===== src/rtl/pe_pkg.sv =====
`default_nettype none
// ============================================================================
//  Package : pe_pkg
//  Purpose : Shared widths, field positions and the result-word type used by
//            the PE-array result path (PE tree -> leaf_result_collector).
//  Ports   : n/a (package)
//  Rev     : 1.0  initial release
// ============================================================================
package pe_pkg;

   localparam int PKT_W    = 201;              // full PE-tree packet width
   localparam int ADDR_W   = 3;                // leaf address; 0 = null address
   localparam int NUCL_W   = 32;               // 16 bases x 2 bits
   localparam int RES_W    = ADDR_W + NUCL_W;  // one result word

   // Result word field slices: {address, nucl_alig}
   localparam int ADDR_MSB = RES_W - 1;
   localparam int ADDR_LSB = NUCL_W;
   localparam int NUCL_MSB = NUCL_W - 1;
   localparam int NUCL_LSB = 0;

   // Control bits at the top of the PE-tree packet
   localparam int CH1      = PKT_W - 3;        // child 1 valid
   localparam int CH2      = PKT_W - 2;        // child 2 valid
   localparam int MATP     = PKT_W - 1;        // match-pair flag

   typedef struct packed {
      logic [ADDR_W-1:0] addr;
      logic [NUCL_W-1:0] nucl;
   } res_t;

endpackage
`default_nettype wire


===== src/rtl/sync_fifo.sv =====
`default_nettype none
// ============================================================================
//  Module  : sync_fifo
//  Purpose : Single-clock show-ahead FIFO; dout always presents the head entry.
//            A push into a full FIFO is accepted only together with a pop.
//  Ports   : clk, reset (async, active-low), clear (sync flush),
//            push/din, pop/dout, full, empty, count
//  Rev     : 1.0  initial release
// ============================================================================
module sync_fifo #(
   parameter int WIDTH = 35,
   parameter int DEPTH = 8
) (
   input  logic                     clk,
   input  logic                     reset,
   input  logic                     clear,
   input  logic                     push,
   input  logic [WIDTH-1:0]         din,
   input  logic                     pop,
   output logic [WIDTH-1:0]         dout,
   output logic                     full,
   output logic                     empty,
   output logic [$clog2(DEPTH):0]   count
);

   localparam int AW = $clog2(DEPTH);

   logic [WIDTH-1:0] mem [DEPTH];
   logic [AW-1:0]    wr_ptr;
   logic [AW-1:0]    rd_ptr;
   logic             do_push;
   logic             do_pop;

   assign empty   = (count == '0);
   assign full    = (count == (AW+1)'(DEPTH));
   assign do_pop  = pop && !empty;
   assign do_push = push && (!full || do_pop);
   assign dout    = mem[rd_ptr];

   always_ff @(posedge clk or negedge reset) begin
      if (!reset) begin
         wr_ptr <= '0;
         rd_ptr <= '0;
         count  <= '0;
      end else if (clear) begin
         wr_ptr <= '0;
         rd_ptr <= '0;
         count  <= '0;
      end else begin
         if (do_push) wr_ptr <= wr_ptr + 1'b1;
         if (do_pop)  rd_ptr <= rd_ptr + 1'b1;
         case ({do_push, do_pop})
            2'b10:   count <= count + 1'b1;
            2'b01:   count <= count - 1'b1;
            default: count <= count;
         endcase
      end
   end

   // Storage carries no reset; only entries between the pointers are ever read out.
   always_ff @(posedge clk) begin
      if (do_push && !clear) mem[wr_ptr] <= din;
   end

endmodule
`default_nettype wire


===== src/rtl/leaf_result_collector.sv =====
`default_nettype none
// ============================================================================
//  Module  : leaf_result_collector
//  Purpose : Detects new result words on NUM_PE PE ports, round-robin
//            arbitrates them into a show-ahead FIFO, streams them to the host
//            over valid/ready and tracks per-leaf completion.
//  Ports   : clk, reset (async, active-low), clear (sync new-run pulse)
//            result_in  - NUM_PE packed {addr, nucl} words, 0 = none
//            leaf_mask  - leaves expected this run (bit 0 ignored)
//            out_valid/out_ready/out_addr/out_data/out_idx/out_last - host stream
//            leaf_done, all_done, err_ovf, err_addr - run status
//  Rev     : 1.0  initial release
// ============================================================================
module leaf_result_collector
   import pe_pkg::*;
#(
   parameter int NUM_PE         = 4,
   parameter int WORDS_PER_LEAF = 8,
   parameter int FIFO_DEPTH     = 8
) (
   input  logic                              clk,
   input  logic                              reset,
   input  logic                              clear,
   input  logic [NUM_PE*RES_W-1:0]           result_in,
   input  logic [2**ADDR_W-1:0]              leaf_mask,
   output logic                              out_valid,
   input  logic                              out_ready,
   output logic [ADDR_W-1:0]                 out_addr,
   output logic [NUCL_W-1:0]                 out_data,
   output logic [$clog2(WORDS_PER_LEAF)-1:0] out_idx,
   output logic                              out_last,
   output logic [2**ADDR_W-1:0]              leaf_done,
   output logic                              all_done,
   output logic                              err_ovf,
   output logic                              err_addr
);

   localparam int NL = 2**ADDR_W;
   localparam int PW = (NUM_PE > 1) ? $clog2(NUM_PE) : 1;
   localparam int IW = $clog2(WORDS_PER_LEAF);
   localparam int CW = $clog2(FIFO_DEPTH) + 1;

   res_t              cur  [NUM_PE];
   res_t              prev [NUM_PE];
   res_t              pend [NUM_PE];
   logic [NUM_PE-1:0] pend_v;
   logic [NUM_PE-1:0] evt;
   logic [NUM_PE-1:0] bad_addr;
   logic [NUM_PE-1:0] granted;
   logic [PW-1:0]     last_grant;
   logic [PW-1:0]     gnt_idx;
   logic              gnt_v;
   logic              ovf_hit;

   logic              pop;
   logic              can_push;
   logic              fifo_full;
   logic              fifo_empty;
   logic [CW-1:0]     fifo_level_unused;
   res_t              head;

   logic [IW-1:0]     cnt [NL];
   logic [NL-1:0]     mask_eff;

   // ---------------------------------------------------------------- detect
   generate
      for (genvar gi = 0; gi < NUM_PE; gi++) begin : g_port
         assign cur[gi]      = result_in[gi*RES_W +: RES_W];
         // A held word matches prev, so it only fires on the cycle it appears.
         assign evt[gi]      = (cur[gi] != '0) && (cur[gi] != prev[gi]);
         assign bad_addr[gi] = evt[gi] && (cur[gi].addr == '0);
         assign granted[gi]  = gnt_v && (gnt_idx == PW'(gi));
      end
   endgenerate

   // A port overflows only if its slot is occupied and not being drained now.
   assign ovf_hit = |(evt & ~bad_addr & pend_v & ~granted);

   // ---------------------------------------------------------------- arbiter
   assign pop      = out_valid && out_ready;
   assign can_push = !fifo_full || pop;

   always_comb begin : p_arb
      logic [PW-1:0] cand;
      gnt_v   = 1'b0;
      gnt_idx = '0;
      cand    = '0;
      if (can_push) begin
         for (int j = 1; j <= NUM_PE; j++) begin
            cand = PW'((int'(last_grant) + j) % NUM_PE);
            if (!gnt_v && pend_v[cand]) begin
               gnt_v   = 1'b1;
               gnt_idx = cand;
            end
         end
      end
   end

   // ------------------------------------------------- pending slots / errors
   always_ff @(posedge clk or negedge reset) begin
      if (!reset) begin
         pend_v     <= '0;
         // First search after reset begins at port 0.
         last_grant <= PW'(NUM_PE - 1);
         err_ovf    <= 1'b0;
         err_addr   <= 1'b0;
         for (int i = 0; i < NUM_PE; i++) begin
            prev[i] <= '0;
            pend[i] <= '0;
         end
      end else begin
         // prev tracks the inputs even during clear so held words stay quiet.
         for (int i = 0; i < NUM_PE; i++) prev[i] <= cur[i];
         if (clear) begin
            pend_v   <= '0;
            err_ovf  <= 1'b0;
            err_addr <= 1'b0;
         end else begin
            for (int i = 0; i < NUM_PE; i++) begin
               if (evt[i] && !bad_addr[i] && (!pend_v[i] || granted[i])) begin
                  pend[i]   <= cur[i];
                  pend_v[i] <= 1'b1;
               end else if (granted[i]) begin
                  pend_v[i] <= 1'b0;
               end
            end
            if (gnt_v)     last_grant <= gnt_idx;
            if (|bad_addr) err_addr   <= 1'b1;
            if (ovf_hit)   err_ovf    <= 1'b1;
         end
      end
   end

   // ---------------------------------------------------------------- buffer
   sync_fifo #(
      .WIDTH (RES_W),
      .DEPTH (FIFO_DEPTH)
   ) u_fifo (
      .clk   (clk),
      .reset (reset),
      .clear (clear),
      .push  (gnt_v && !clear),
      .din   (pend[gnt_idx]),
      .pop   (pop),
      .dout  (head),
      .full  (fifo_full),
      .empty (fifo_empty),
      .count (fifo_level_unused)
   );

   // Fields read as zero when idle so the stream is fully defined out of reset.
   assign out_valid = !fifo_empty;
   assign out_addr  = out_valid ? head.addr : '0;
   assign out_data  = out_valid ? head.nucl : '0;
   assign out_idx   = cnt[out_addr];
   assign out_last  = out_valid && (out_idx == IW'(WORDS_PER_LEAF - 1));

   // ------------------------------------------------------ leaf completion
   always_ff @(posedge clk or negedge reset) begin
      if (!reset) begin
         leaf_done <= '0;
         for (int a = 0; a < NL; a++) cnt[a] <= '0;
      end else if (clear) begin
         leaf_done <= '0;
         for (int a = 0; a < NL; a++) cnt[a] <= '0;
      end else if (pop) begin
         if (out_last) begin
            cnt[out_addr]       <= '0;
            leaf_done[out_addr] <= 1'b1;
         end else begin
            cnt[out_addr] <= cnt[out_addr] + 1'b1;
         end
      end
   end

   assign mask_eff = leaf_mask & ~NL'(1);
   assign all_done = (mask_eff != '0) && ((leaf_done & mask_eff) == mask_eff);

endmodule
`default_nettype wire


===== config.mk =====
export PLATFORM = sky130hd
export DESIGN_NAME = leaf_result_collector
export DESIGN_NICKNAME = d
export VERILOG_FILES = /design/src/rtl/pe_pkg.sv /design/src/rtl/sync_fifo.sv /design/src/rtl/leaf_result_collector.sv
export SDC_FILE = /design/constraint.sdc
export NUM_CORES = 1
export LEC_CHECK = 0
export ABC_AREA = 1
export CORE_MARGIN = 3
export CORE_UTILIZATION = 55
export CTS_BUF_LIST = sky130_fd_sc_hd__clkbuf_8
export DETAILED_ROUTE_END_ITERATION = 7
export GPL_TIMING_DRIVEN = 0
export PLACE_DENSITY = 0.78
export SLEW_MARGIN = 20
export SYNTH_ARGS = -nofsm -noshare
export SYNTH_HDL_FRONTEND = slang
export SYNTH_SLANG_ARGS = --single-unit

===== constraint.sdc =====
create_clock -name clk -period 6.98 [get_ports clk]
set_input_delay 1.047 -clock clk [delete_from_list [all_inputs] [get_ports clk]]
set_output_delay 1.047 -clock clk [all_outputs]
set_load 0.05 [all_outputs]

Run 1, clock routing:
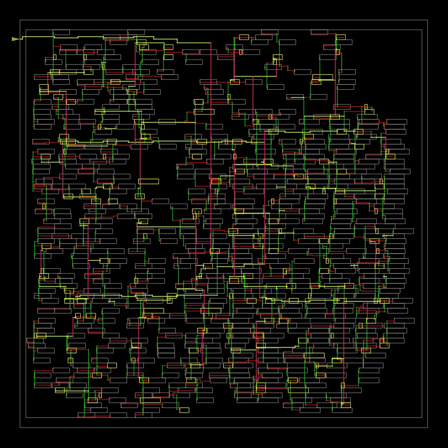
number of CTS-inserted buffers: 98
clk_buf instances: 118
CTS sink cnt: 610

Run 1, met1 routing:
Drawn at 1 px/µm. Supply wires on this layer in grey.
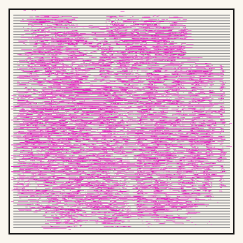
share of all routed wire	39%
wire length on this layer	28.7 mm

==> results_slide.txt, run 1 <==
Run Summary

Clock tree
  – CTS tree: built
  – Root Driver: sky130_fd_sc_hd__clkbuf_8
  – Clock transition at the register clock pins on the worst setup and hold paths after CTS: 70 ps
  – Worst-skew pair later-pin latency: 700 ps
  – Post-cts gate resize count: 0
  – Depth of the CTS H-tree: 3
  – Maximum clock path buffer count: 3

Power and ir drop
  – Fraction of power spent switching nets: 42.9%
  – IR Drop Worst-Case VDD: 0.379 mV
  – Clock network fraction of design power: 20.2%
  – Biggest power consumer among the groups: combinational logic
  – Power density over cell area: 518 nW/µm²
  – Net switching power: 0.00693 W
  – Proportion of power drawn by combinational gates: 42.4%

Cells and area
  – Combinational gates: 1645
  – Final design area excluding fillers: 31200 µm²
  – Final cell utilization of the core: 67.8%
  – Share of cells above drive strength 1: 9.50%
  – Number of antenna repair diodes: 5
  – Flip-flops: 610
  – Largest contributor to cell area by class: flip-flops and latches
  – Top register by number of flip-flops: u_fifo.mem
  – Registers with the highest flip-flop counts: u_fifo.mem x280, pend x140, prev x140
  – Sequential share of cell area: 53.5%

Logic synthesis
  – Total nets after synthesis: 2659
  – Portion of synthesized cell area occupied by the leading cell type: 32.5%
  – Seq cells post-synth: 610
  – Dominant cells by area after synthesis: sky130_fd_sc_hd__edfxtp_1, sky130_fd_sc_hd__dfrtp_1, sky130_fd_sc_hd__nand2_1, sky130_fd_sc_hd__xnor2_1, sky130_fd_sc_hd__o21ai_0
  – Yosys stat chip area: 25900 µm²
  – Leading area contributor after synthesis: sky130_fd_sc_hd__edfxtp_1
  – Fa+ha+maj area frac: 0.290%
  – Number of synthesized flops with an enable pin: 280
  – Synth Area in Compound Gates: 8.16%
  – Average instance area after synthesis: 10.4 µm²
  – Yosys cell types: 40
  – Top cells by count, synth: sky130_fd_sc_hd__nand2_1, sky130_fd_sc_hd__dfrtp_1, sky130_fd_sc_hd__nor2_1, sky130_fd_sc_hd__edfxtp_1, sky130_fd_sc_hd__o21ai_0
  – Post-synthesis xor/xnor area fraction: 4.77%
  – Portion of netlist area occupied by mux cells: 0%

Routing
  – Remaining design rule violation count: 0
  – Drt initial violations: 2275
  – First-pass DRT Iterations: 6
  – Top layer reached by signal wires: met4

Setup path
  – Worst-path cell chain: inv_2, buf_2, o21ai_1, nand2_1, nand2_1, nand2_1, nand2_2, inv_2, nand2_1, nor2_2, inv_1, o22ai_1, nor2_1, nand2_1, inv_1, ha_1, ha_1, nand2_2, inv_2, clkdlybuf4s50_1
  – Cell with the largest stage delay on the worst path: sky130_fd_sc_hd__clkdlybuf4s50_1
  – Most prevalent standard cell on the critical path: sky130_fd_sc_hd__nand2_1
  – Launching element type of the critical path: register
  – CP endpoint: out_last
  – Critical path class: reg -> out
  – R2R setup slack: 2680 ps
  – Reg-to-reg critical path startpoint: u_fifo.rd_ptr[0]

Global routing
  – Routing usage on met1: 38.1%
  – Routing usage on met2: 48.1%
  – Maximum number of pins on one net before global-route repair: 83
  – Via count of the first global-routing pass: 20.0k

Status
  – Result of the run: complete, no violations

Floorplanning
  – Ports: 203
  – Overall chip area: 49700 µm²
  – Core Rows: 78
  – Well Taps: 600
  – Die x size: 223 µm

Placed design
  – Worst slack at placement: 2100 ps
  – Number of cells in the design after placement: 3314
  – Routability Congestion: 1.04

Final timing
  – Ratio of final minimum period to clock period: 81.6%
  – Number of pins with negative max-slew slack in the final report: 0
  – Transition time at the pin with the least slew margin: 861 ps
  – Hold WS: 313 ps
  – Unrepaired setup endpoints after global routing: false
  – Final number of setup-violating endpoints: 0
  – Endpoints failing hold: 0
  – Final min period: 5700 ps

Flow run
  – Number of violations of the max-capacitance limit: 0
Run 1, the metal 3 layer:
Drawn at 2 px/µm. Cells faint in the background.
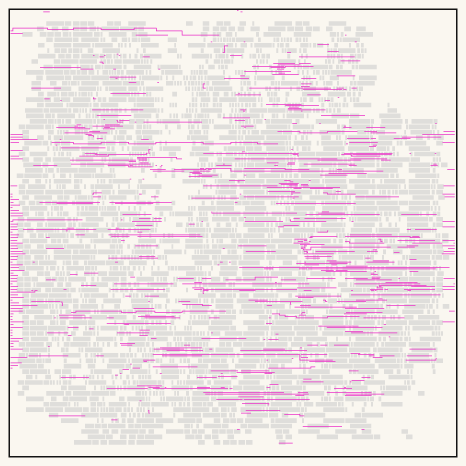
main direction	horizontal
wire length on this layer	5810 µm
share of all routed wire	7.9%
total detailed-routing wirelength: 73200 µm
DR vias: 19.9k
met3 Track Usage GR: 5.28%

Run 1, placement density heat map:
Drawn at 1.5 px/µm. 22 x 22 tiles, from white (low) to dark blue (high), 0 to 100% covered.
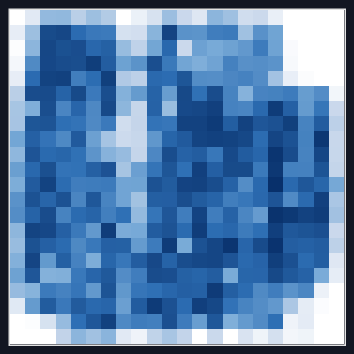

==> run 2: changes to the inputs <==
==> constraint.sdc (replaced) <==
create_clock -name clk -period 5.6 [get_ports clk]
set_input_delay 0.84 -clock clk [delete_from_list [all_inputs] [get_ports clk]]
set_output_delay 0.84 -clock clk [all_outputs]
set_load 0.05 [all_outputs]
Run 2, placement density heat map:
Drawn at 1.5 px/µm. 22 x 22 tiles, from white (low) to dark blue (high), 0 to 100% covered.
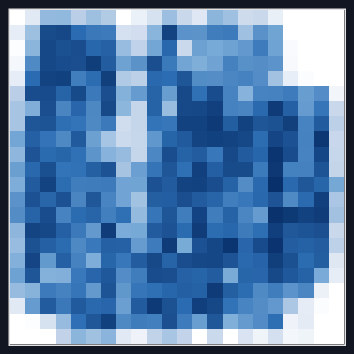
nearly empty tiles	7.0%
fullest tile	100%
mean over tiles	61%
core box area: 46000 µm²
final cell utilization of the core: 67.8%
floorplan core density: 56.3%

Run 2, clock routing:
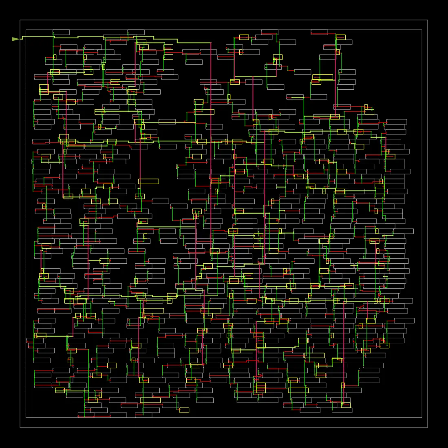
worst-skew pair later-pin latency: 700 ps
flip-flops: 610
power of the clock network: 0.00407 W
setup clock skew after layout: 38.0 ps

==> run 2 against run 1 <==
Net effect:
- routed wire length barely moved
- hold slack lost 210 ps
- die size unchanged
- count of clock-buffer cells in the layout unchanged
- critical path depth unchanged
- largest power group unchanged
- first-iteration DRC count unchanged
- clock power is 24% higher
- register-to-register slack lost 1400 ps
==> results_slide.txt, run 2 <==
Run Summary

Final timing
  – Transition time at the pin with the least slew margin: 861 ps
  – Endpoints failing hold: 0
  – Final min period: 5100 ps
  – Unrepaired setup endpoints after global routing: false
  – Ratio of final minimum period to clock period: 91.1%
  – Number of pins with negative max-slew slack in the final report: 0
  – Final number of setup-violating endpoints: 0

Status
  – Result of the run: complete, no violations

Logic synthesis
  – Portion of netlist area occupied by mux cells: 0%
  – Seq cells post-synth: 610
  – Leading area contributor after synthesis: sky130_fd_sc_hd__edfxtp_1
  – Post-synthesis xor/xnor area fraction: 4.77%
  – Number of synthesized flops with an enable pin: 280
  – Dominant cells by area after synthesis: sky130_fd_sc_hd__edfxtp_1, sky130_fd_sc_hd__dfrtp_1, sky130_fd_sc_hd__nand2_1, sky130_fd_sc_hd__xnor2_1, sky130_fd_sc_hd__o21ai_0
  – Yosys stat chip area: 25900 µm²
  – Portion of synthesized cell area occupied by the leading cell type: 32.5%
  – Register area share after synthesis: 64.4%
  – Average instance area after synthesis: 10.4 µm²
  – Synth Area in Compound Gates: 8.16%
  – Top cells by count, synth: sky130_fd_sc_hd__nand2_1, sky130_fd_sc_hd__dfrtp_1, sky130_fd_sc_hd__nor2_1, sky130_fd_sc_hd__edfxtp_1, sky130_fd_sc_hd__o21ai_0
  – Total nets after synthesis: 2659
  – Yosys cell types: 40
  – Fa+ha+maj area frac: 0.290%

Setup path
  – R2R setup slack: 1300 ps
  – Most prevalent standard cell on the critical path: sky130_fd_sc_hd__nand2_1
  – Launching element type of the critical path: register
  – Reg-to-reg critical path startpoint: u_fifo.rd_ptr[0]
  – Worst setup startpoint: u_fifo.rd_ptr[0]
  – CP endpoint: out_last
  – Worst-path cell chain: inv_2, buf_2, o21ai_1, nand2_1, nand2_1, nand2_1, nand2_2, inv_2, nand2_1, nor2_2, inv_1, o22ai_1, nor2_1, nand2_1, inv_1, ha_1, ha_1, nand2_2, inv_2, dlymetal6s2s_1
  – Critical path class: reg -> out
  – Cell with the largest stage delay on the worst path: sky130_fd_sc_hd__dfrtp_1

Routing
  – Total detailed-routing wirelength: 73200 µm
  – Remaining antenna violation count: 0
  – Remaining design rule violation count: 0
  – Drt initial violations: 2275
  – Routed wirelength normalized by instance count: 20.9 µm
  – First-pass DRT Iterations: 6
  – Top layer reached by signal wires: met4

Placed design
  – Routability Congestion: 1.04
  – Detailed placer's ending HPWL: 53600 µm
  – Number of cells in the design after placement: 3314
  – Worst slack at placement: 931 ps

Cells and area
  – Top register by number of flip-flops: u_fifo.mem
  – Registers with the highest flip-flop counts: u_fifo.mem x280, pend x140, prev x140
  – Largest contributor to cell area by class: flip-flops and latches
  – Share of cells above drive strength 1: 9.50%
  – Buffer share of cell area: 9.22%
  – Final design area excluding fillers: 31200 µm²
  – Most numerous logic cell after layout: sky130_fd_sc_hd__nand2_1
  – Combinational gates: 1645
  – Combinational fraction of the cell area: 26.4%
  – Fin nets: 2972
  – Top cells excl fill/tap: sky130_fd_sc_hd__nand2_1, sky130_fd_sc_hd__dfrtp_1, sky130_fd_sc_hd__edfxtp_1, sky130_fd_sc_hd__nor2_1, sky130_fd_sc_hd__o21ai_0
  – Sequential share of cell area: 53.5%
  – Signal inverters: 139
  – Buffers, non-clock: 320
  – Clk_buf instances: 118
  – Number of antenna repair diodes: 5

Floorplanning
  – Core Rows: 78
  – Die x size: 223 µm
  – Height of the die: 223 µm
  – Ports: 203
  – Overall chip area: 49700 µm²
  – Well Taps: 600

Power and ir drop
  – Biggest power consumer among the groups: combinational logic
  – Proportion of power drawn by combinational gates: 42.4%
  – Portion of total power attributed to sequential cells: 37.4%
  – Power density over cell area: 646 nW/µm²
  – Clock network fraction of design power: 20.2%
  – IR Drop Worst-Case VDD: 0.472 mV
  – Fraction of power spent switching nets: 42.9%
  – Net switching power: 0.00864 W

Clock tree
  – CTS tree: built
  – Clock transition at the register clock pins on the worst setup and hold paths after CTS: 70 ps
  – Root Driver: sky130_fd_sc_hd__clkbuf_8
  – Maximum clock path buffer count: 3
  – Post-cts gate resize count: 0
  – CTS sink cnt: 610
  – Depth of the CTS H-tree: 3
  – Number of CTS-inserted buffers: 98

Global routing
  – Sum of overflow across all layers after global routing: 0
  – Number of antenna violations at the first check in global routing: 6
  – Routing usage on met1: 38.1%
  – Met3 Track Usage GR: 5.28%
  – Via count of the first global-routing pass: 20.0k
  – Maximum number of pins on one net before global-route repair: 83
  – Routing usage on met2: 48.1%

Flow run
  – Number of violations of the max-capacitance limit: 0
Power and IR drop assume default switching activity.
